**src/rtl/hero_pose_ctrl.sv**
```systemverilog
// Hero pose controller: debounced up/down buttons drive a timed pose code
// (0 stand, 1 up, 2 down) with a hold period followed by an anti-spam cooldown.

module hero_pose_debounce #(
  parameter int DEBOUNCE_CYCLES = 250000
) (
  input  logic clk_i,
  input  logic rst_i,
  input  logic btn_i,
  output logic press_o
);
  localparam int CW = $clog2(DEBOUNCE_CYCLES + 1);

  logic          s1_q, s2_q;
  logic          lvl_q, lvl_prev_q, press_q;
  logic [CW-1:0] cnt_q;

  always_ff @(posedge clk_i) begin
    if (rst_i) begin
      s1_q       <= 1'b0;
      s2_q       <= 1'b0;
      lvl_q      <= 1'b0;
      lvl_prev_q <= 1'b0;
      press_q    <= 1'b0;
      cnt_q      <= '0;
    end else begin
      s1_q       <= btn_i;
      s2_q       <= s1_q;
      lvl_prev_q <= lvl_q;
      press_q    <= lvl_q & ~lvl_prev_q;
      // Any cycle where sync agrees with the accepted level restarts the count.
      if (s2_q == lvl_q) begin
        cnt_q <= '0;
      end else if (cnt_q == CW'(DEBOUNCE_CYCLES - 1)) begin
        cnt_q <= '0;
        lvl_q <= ~lvl_q;
      end else begin
        cnt_q <= cnt_q + 1'b1;
      end
    end
  end

  assign press_o = press_q;
endmodule

module hero_pose_ctrl #(
  parameter int DEBOUNCE_CYCLES = 250000,
  parameter int HOLD_CYCLES     = 12500000,
  parameter int COOLDOWN_CYCLES = 2500000
) (
  input  logic       clk,
  input  logic       rst,
  input  logic       btn_up,
  input  logic       btn_down,
  output logic [1:0] pose,
  output logic       busy,
  output logic       action_done,
  output logic [7:0] action_count
);
  localparam int TMAX = (HOLD_CYCLES > COOLDOWN_CYCLES) ? HOLD_CYCLES : COOLDOWN_CYCLES;
  localparam int TW   = $clog2(TMAX + 1);

  localparam logic [1:0] S_IDLE = 2'd0;
  localparam logic [1:0] S_UP   = 2'd1;
  localparam logic [1:0] S_DOWN = 2'd2;
  localparam logic [1:0] S_COOL = 2'd3;

  logic          up_press, dn_press;
  logic [1:0]    state_q, state_d;
  logic [TW-1:0] timer_q, timer_d;
  logic [1:0]    pose_q, pose_d;
  logic          busy_q, busy_d;
  logic          done_q, done_d;
  logic [7:0]    count_q, count_d;

  hero_pose_debounce #(.DEBOUNCE_CYCLES(DEBOUNCE_CYCLES)) u_db_up (
    .clk_i(clk), .rst_i(rst), .btn_i(btn_up), .press_o(up_press)
  );

  hero_pose_debounce #(.DEBOUNCE_CYCLES(DEBOUNCE_CYCLES)) u_db_dn (
    .clk_i(clk), .rst_i(rst), .btn_i(btn_down), .press_o(dn_press)
  );

  always_comb begin
    state_d = state_q;
    timer_d = timer_q;
    done_d  = 1'b0;
    count_d = count_q;
    case (state_q)
      S_IDLE: begin
        // Simultaneous presses are ambiguous and both get dropped.
        if (up_press && !dn_press) begin
          state_d = S_UP;
          timer_d = TW'(HOLD_CYCLES - 1);
        end else if (dn_press && !up_press) begin
          state_d = S_DOWN;
          timer_d = TW'(HOLD_CYCLES - 1);
        end
      end
      S_UP, S_DOWN: begin
        if (timer_q == '0) begin
          state_d = S_COOL;
          timer_d = TW'(COOLDOWN_CYCLES - 1);
          done_d  = 1'b1;
          count_d = count_q + 8'd1;
        end else begin
          timer_d = timer_q - 1'b1;
        end
      end
      S_COOL: begin
        if (timer_q == '0) state_d = S_IDLE;
        else               timer_d = timer_q - 1'b1;
      end
    endcase

    // Outputs are registered from the next state so they align with state_q.
    pose_d = (state_d == S_UP) ? 2'd1 : (state_d == S_DOWN) ? 2'd2 : 2'd0;
    busy_d = (state_d != S_IDLE);
  end

  always_ff @(posedge clk) begin
    if (rst) begin
      state_q <= S_IDLE;
      timer_q <= '0;
      pose_q  <= 2'd0;
      busy_q  <= 1'b0;
      done_q  <= 1'b0;
      count_q <= 8'd0;
    end else begin
      state_q <= state_d;
      timer_q <= timer_d;
      pose_q  <= pose_d;
      busy_q  <= busy_d;
      done_q  <= done_d;
      count_q <= count_d;
    end
  end

  assign pose         = pose_q;
  assign busy         = busy_q;
  assign action_done  = done_q;
  assign action_count = count_q;
endmodule

```
**config.mk**
```make
export PLATFORM = sky130hd
export DESIGN_NAME = hero_pose_ctrl
export DESIGN_NICKNAME = d
export VERILOG_FILES = /design/src/rtl/hero_pose_ctrl.sv
export SDC_FILE = /design/constraint.sdc
export NUM_CORES = 1
export LEC_CHECK = 0
export ABC_CLOCK_PERIOD_IN_PS = 2600
export CAP_MARGIN = 0
export CORE_MARGIN = 4
export CORE_UTILIZATION = 60
export CTS_CLUSTER_DIAMETER = 80
export DETAILED_ROUTE_END_ITERATION = 12
export PLACE_DENSITY = 0.79
export SYNTH_ARGS = -nofsm -noshare
export SYNTH_HDL_FRONTEND = slang
export SYNTH_SLANG_ARGS = --single-unit
```
**constraint.sdc**
```tcl
create_clock -name clk -period 2.6 [get_ports clk]
set_input_delay 0.65 -clock clk [delete_from_list [all_inputs] [get_ports clk]]
set_output_delay 0.65 -clock clk [all_outputs]
set_load 0.05 [all_outputs]
```
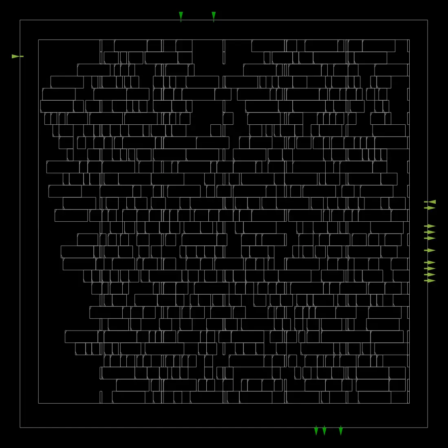
Run 1: placed standard cells
Final Non-Filler Cells: 618
flip-flops: 84
tapcell count: 96

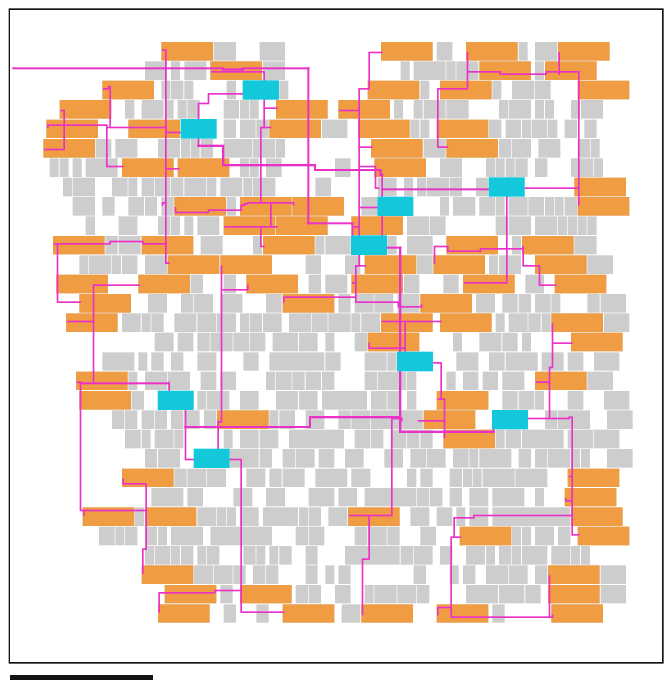
Run 1: routed clock nets over the placement
The bar under the picture is 20 um long.
legend:
  cyan:
    item: clock-net drivers
    count: 9
  magenta:
    item: clock wires
    length: 940 um
  orange:
    item: flip-flops
    count: 84
flops lie: widely spread
routed clock nets: 10
power of the clock network: 957 uW
share of total power in the clock network: 24.4%
Post-Route Skew: 0.00737 ns
clock network latency to the later pin of the worst-skew pair: 0.35 ns

==> design notes, run 1 <==
The flow ran to the end, and the final reports show no timing, DRC or antenna violations. The per-instance average area after synthesis is 8.44 sq um. Entering global routing, the biggest net connects 23 pins. The clock network takes up 4.32% of total cell area after layout. Number of top-level pins: 16. Once the floorplan was initialized, standard cells occupied 61.5% of the core. The count of vias placed by the detailed router is 3640, and the count of port buffers added during placement is 15. Setup repair after global routing left no endpoint under its margin.

The share of total power dissipated in sequential elements is 36.5%. Critical path depth in cells: 8. The logs give 5 for the total iterations of the first detailed-routing run and 0 for the final tally of setup violations. At the end of the flow the core is filled with cells to 69.5%.

STA classifies the critical path endpoint as a flop. The most used standard cell by instance count after synthesis was dfxtp_1. The reg-to-reg critical path startpoint is timer_q[0]. The final-stage net count was 530; the worst slack at placement was 0.106 ns. The number of placed instances, taps included, is 602.

Nets still carrying antenna violations after routing amount to 0. The first global-routing pass estimated 15500 um of wire. Looking at the hold checks, the worst path lands on u_db_dn.press_o. The kind of launch point of the worst setup path was a flop.

Sorting the Yosys area breakdown by cell type puts at the top dfxtp_1. The registers reported with the highest flop counts are timer_q (24), u_db_dn.cnt_q (18), u_db_up.cnt_q (18). The finished cells cover 4720 sq um.

On the worst setup and hold paths after CTS, the clock-pin slew comes to 0.09 ns. The top cell type's share of synthesized area was 40.2%; the count of final max-slew check failures was 0. For the post-cts gate resize count, the log shows 0. The area taken by sequential standard cells is reported as 1680 sq um. Post-synth the commonest register cell is dfxtp_1. The sequential power came out at 1430 uW. With the arithmetic-cell share of the synthesized area counting full adders, half adders and majority gates at 2.69%, the site row count is 30. In the final routing, the length of wire on met1 measures 4120 um.

Along the critical path, the tally of buffer and inverter instances is 2. The tools report the total power as 3930 uW. The CTS log lists the clock sinks for this run as 84. Cells with a size suffix above 1 make up 10.3% of the layout. The basic-gate share of the synthesized area counting and, or, nand and nor cells is 29.0%.

The run gives 40.2% as the share of synthesized area occupied by flip-flops and latches. Measured in cells, the most critical reg-to-reg path has a length of 8. Group with the largest share of power: combinational cells. Final hold slack: 0.385 ns. Busiest layer in global routing: met2. The fmax was 419 MHz; the maximum vdd drop was 0.464 mV.

The post-synthesis cell type count was 54. By area the synthesized netlist is led by dfxtp_1 40%, nor2_1 6.6%, xnor2_1 6.1%. According to the dpl log, the detail-placed design has an HPWL of 6270 um. Listed in order, past its start point the critical path passes inv_1 -> ha_1 -> or4b_4 -> nor3_2 -> buf_12 -> nand4_2 -> or4_1 -> nand2_1. For this sky-water flow run, the detailed-routed wirelength per cell is reported as 14.5 um. The multi-input combinational cells in the finished layout cover a total of 2320 sq um. The register with the most flip-flops in the layout has 24 of them. Per the synthesis report, the XOR/XNOR share of the synthesized area is 8.59%. The synthesis run identifies the leading combinational cell family as simple AND/OR/NAND/NOR gates.

The deepest level of the CTS H-tree is 3, and the required time of the critical path is 2.91 ns. The global routing report lists met3 layer usage as 5.22%. The number of remaining DRC errors was 0; the arrival time of data at the critical path endpoint was 2.69 ns.

The critical path class is reg -> reg. The number of instances in the synthesized netlist is 495, and the worst setup slack after layout is 0.213 ns. The placement-stage cell area was 4500 sq um.

After synthesis, the chip area reported by Yosys is 4180 sq um. The count of multi-input gates was 364; the minimum period implied by the final worst setup slack was 2.39 ns.
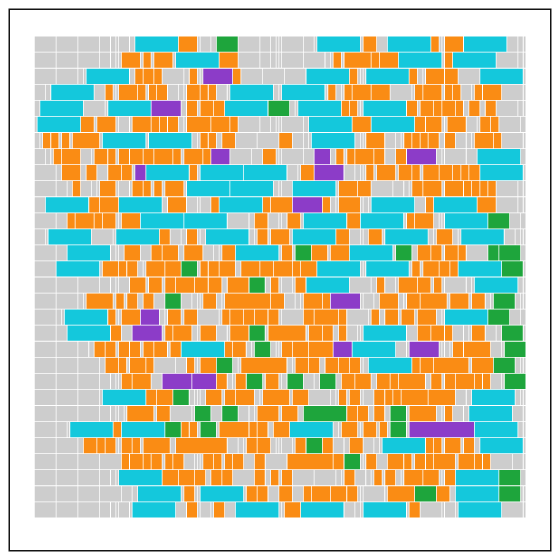
Run 1: placed cells, one color a class
Fill, decap, tap and diode cells in gray.
legend:
  orange:
    class: remaining logic cells
    cells: 386
  cyan:
    class: registers
    cells: 84
  green:
    class: remaining buffers and delay cells
    cells: 36
  purple:
    class: clock drivers and dummy loads
    cells: 16

Run 1, wiring by layer:
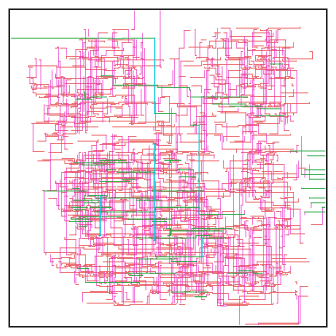

## Run 2: what changed since run 1
- RECOVER_POWER: default -> 100
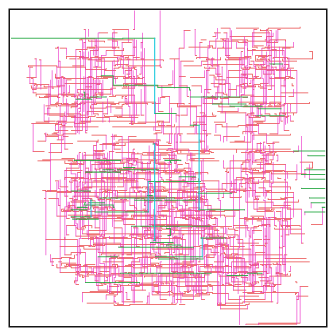
Run 2: wiring by layer
legend:
  magenta:
    layer: M2
    wire_length: 4200 um
  cyan:
    layer: M4
    wire_length: 93.2 um
  green:
    layer: M3
    wire_length: 532 um
  red:
    layer: M1
    wire_length: 4120 um
post-detailed-route wirelength per cell: 14.5 um
GRT Overall Usage: 22.2%
detailed-route via count: 3644
Routed WL: 8940 um

==> design notes, run 2 <==
The total iterations of the first detailed-routing run was 5 (unchanged); the top cell type's share of synthesized area was 40.2% (unchanged). Area fraction of clock buffers and clock inverters: 4.34% (was 4.32%). The leakage power total was 0.00170 uW (was 0.00167 uW). Setup repair after global routing left no endpoint under its margin. With the insertion delay of the later-clocked pin in the worst-skew pair at 0.35 ns (about the same), the critical path depth in cells is 8 (unchanged).

The run gives 4120 um (about the same) as the met1 routed wirelength after detailed routing. For the total congestion overflow, the log shows 0 (unchanged). Endpoint of the worst register-to-register path: action_count[7] (unchanged). The number of instances in the synthesized netlist was 495 (unchanged); the number of DRC markers in iteration 0 was 210 (was 217). Dominant cells by area after synthesis: dfxtp_1 40%, nor2_1 6.6%, xnor2_1 6.1% (unchanged).

With the number of antenna repair diodes at 0 (unchanged), the fraction of final layout cells sized beyond drive strength 1 is 9.58% (was 10.3%). The critical path class is reg -> reg (unchanged). TritonCTS sink count: 84 (unchanged). The run gives 4180 sq um (unchanged) as the post-synthesis instance area. The global-route track usage on met3 came out at 5.22% (unchanged). Series of cell instances along the critical path: inv_1 -> ha_1 -> or4b_4 -> nor3_2 -> buf_12 -> nand4_2 -> or4_1 -> nand2_1 (unchanged). The tools report the required time of the critical path as 2.91 ns (about the same). Share of total power consumed by net switching: 38.1% (was 37.9%). The global-route wire length before repair came out at 15500 um (unchanged). The run gives 96 (unchanged) as the number of well taps. Most frequent cells in the layout: 84 x dfxtp_1, 73 x nor2_1, 29 x xnor2_1 (unchanged). The tools report the post-cts gate resize count as 0 (unchanged).

The placed instance count is 602 (unchanged), and the number of buffer and inverter stages on the critical path is 2 (unchanged). The leading register cell type out of synthesis was dfxtp_1 (unchanged). The logs give 957 uW (about the same) for the power consumed by the clock network and 0.00745 ns (was 0.00737 ns) for the worst clock skew.

The busiest layer in global routing is met2 (unchanged). The count of port buffers added during placement was 15 (unchanged). The worst slack at placement is 0.106 ns (unchanged).

The number of nets still failing antenna checks after routing came out at 0 (unchanged). The worst setup slack after layout came out at 0.208 ns (was 0.213 ns). The flop count came out at 84 (unchanged). The run gives 4700 sq um (was 4720 sq um) as the final instance area. The reg-to-reg critical path startpoint was timer_q[0] (unchanged). The run gives 0 (unchanged) for the number of hold-slack violations in the final timing report. The register bank with the most flops was timer_q (unchanged). Group with the largest share of power: combinational cells (unchanged). The most frequent logic cell in the layout was dfxtp_1 (unchanged).

The dominant kind of combinational cell is simple AND/OR/NAND/NOR gates (unchanged). The run gives 24 (unchanged) for the flip-flop count of the largest register after layout. The share of synthesized area occupied by flip-flops and latches is 40.2% (unchanged). The logs give 3900 uW (was 3930 uW) for the total power and 36.7% (was 36.5%) for the sequential cell fraction of total power. The share of the synthesized netlist area taken by xor and xnor gates came out at 8.59% (unchanged). The final standard cell count with taps included and fillers excluded came out at 618 (unchanged). The portion of total power attributed to the clock network is 24.6% (was 24.4%), and the logic area is 2320 sq um (unchanged). Endpoint class of the critical path: a flop (unchanged).

Arrival time of data at the critical path endpoint: 2.70 ns (was 2.69 ns). The run gives 4500 sq um (unchanged) for the placement-stage cell area. The run gives 2.69% (unchanged) for the arithmetic-cell share of the synthesized area counting full adders, half adders and majority gates. The run gives 8 (unchanged) for the length in cells of the worst reg-to-reg path.

The most used standard cell by instance count after synthesis was dfxtp_1 (unchanged). The per-instance average area after synthesis is 8.44 sq um (unchanged), and the final core utilization is 69.2% (was 69.5%). With the wire length on met2 at 4200 um (was 4130 um), the area of all sequential standard cells is 1680 sq um (unchanged). End point of the most critical hold path: u_db_dn.press_o (unchanged). For the number of remaining DRC errors, the log shows 0 (unchanged).

The basic-gate share of the synthesized area counting and, or, nand and nor cells works out to 29.0% (unchanged). The cell class with the largest area share was multi-input combinational cells (unchanged). Number of signal-net inverters in the final layout: 22 (unchanged).

The placeable core region is 6790 sq um (unchanged), and the final-stage net count is 530 (unchanged). Final tally of setup violations: 0 (unchanged). The kind of launch point of the worst setup path is a flop (unchanged). The final hold slack is 0.385 ns (about the same). The post-synthesis cell type count is 54 (unchanged). The logs give 3 (unchanged) for the deepest level of the CTS H-tree and 61.5% (unchanged) for the core utilization before placement. Global routing met2 resource utilization: 35.6% (unchanged). The flow ran to the end, and the final reports show no timing, DRC or antenna violations. The tools report the pin count of the biggest net entering global routing as 23 (unchanged). Sequential power: 1430 uW (about the same).

The kind of cell with the highest combined delay on the critical path is simple AND/OR/NAND/NOR gates (unchanged). The highest signal layer in the routed design is met4 (unchanged). The minimum period implied by the final worst setup slack works out to 2.39 ns (about the same). The number of buffers created by CTS came out at 9 (unchanged).

The non-clock buffer area fraction after layout is 6.38% (was 6.68%), and the count of final max-slew check failures is 0 (unchanged). Number of warnings in the stage logs: 29 (unchanged). The run gives 418 MHz (was 419 MHz) for the fmax. The count of multi-input gates was 364 (unchanged). The tools report the post-synthesis chip area from yosys as 4180 sq um (unchanged). The total power per unit cell area was 828 nW/um^2 (was 832 nW/um^2); the maximum vdd drop was 0.460 mV (was 0.464 mV). Sum of net half-perimeters after detailed placement: 6270 um (unchanged). The top cell type by total area after synthesis was dfxtp_1 (unchanged).

Leading registers by flop count: timer_q (24), u_db_dn.cnt_q (18), u_db_up.cnt_q (18) (unchanged). The run gives 0.09 ns (about the same) for the clock transition at the register clock pins on the worst setup and hold paths after CTS. With the number of top-level pins at 16 (unchanged), the site row count is 30 (unchanged).
No activity file was given, so power comes from the tool's default toggle rates.
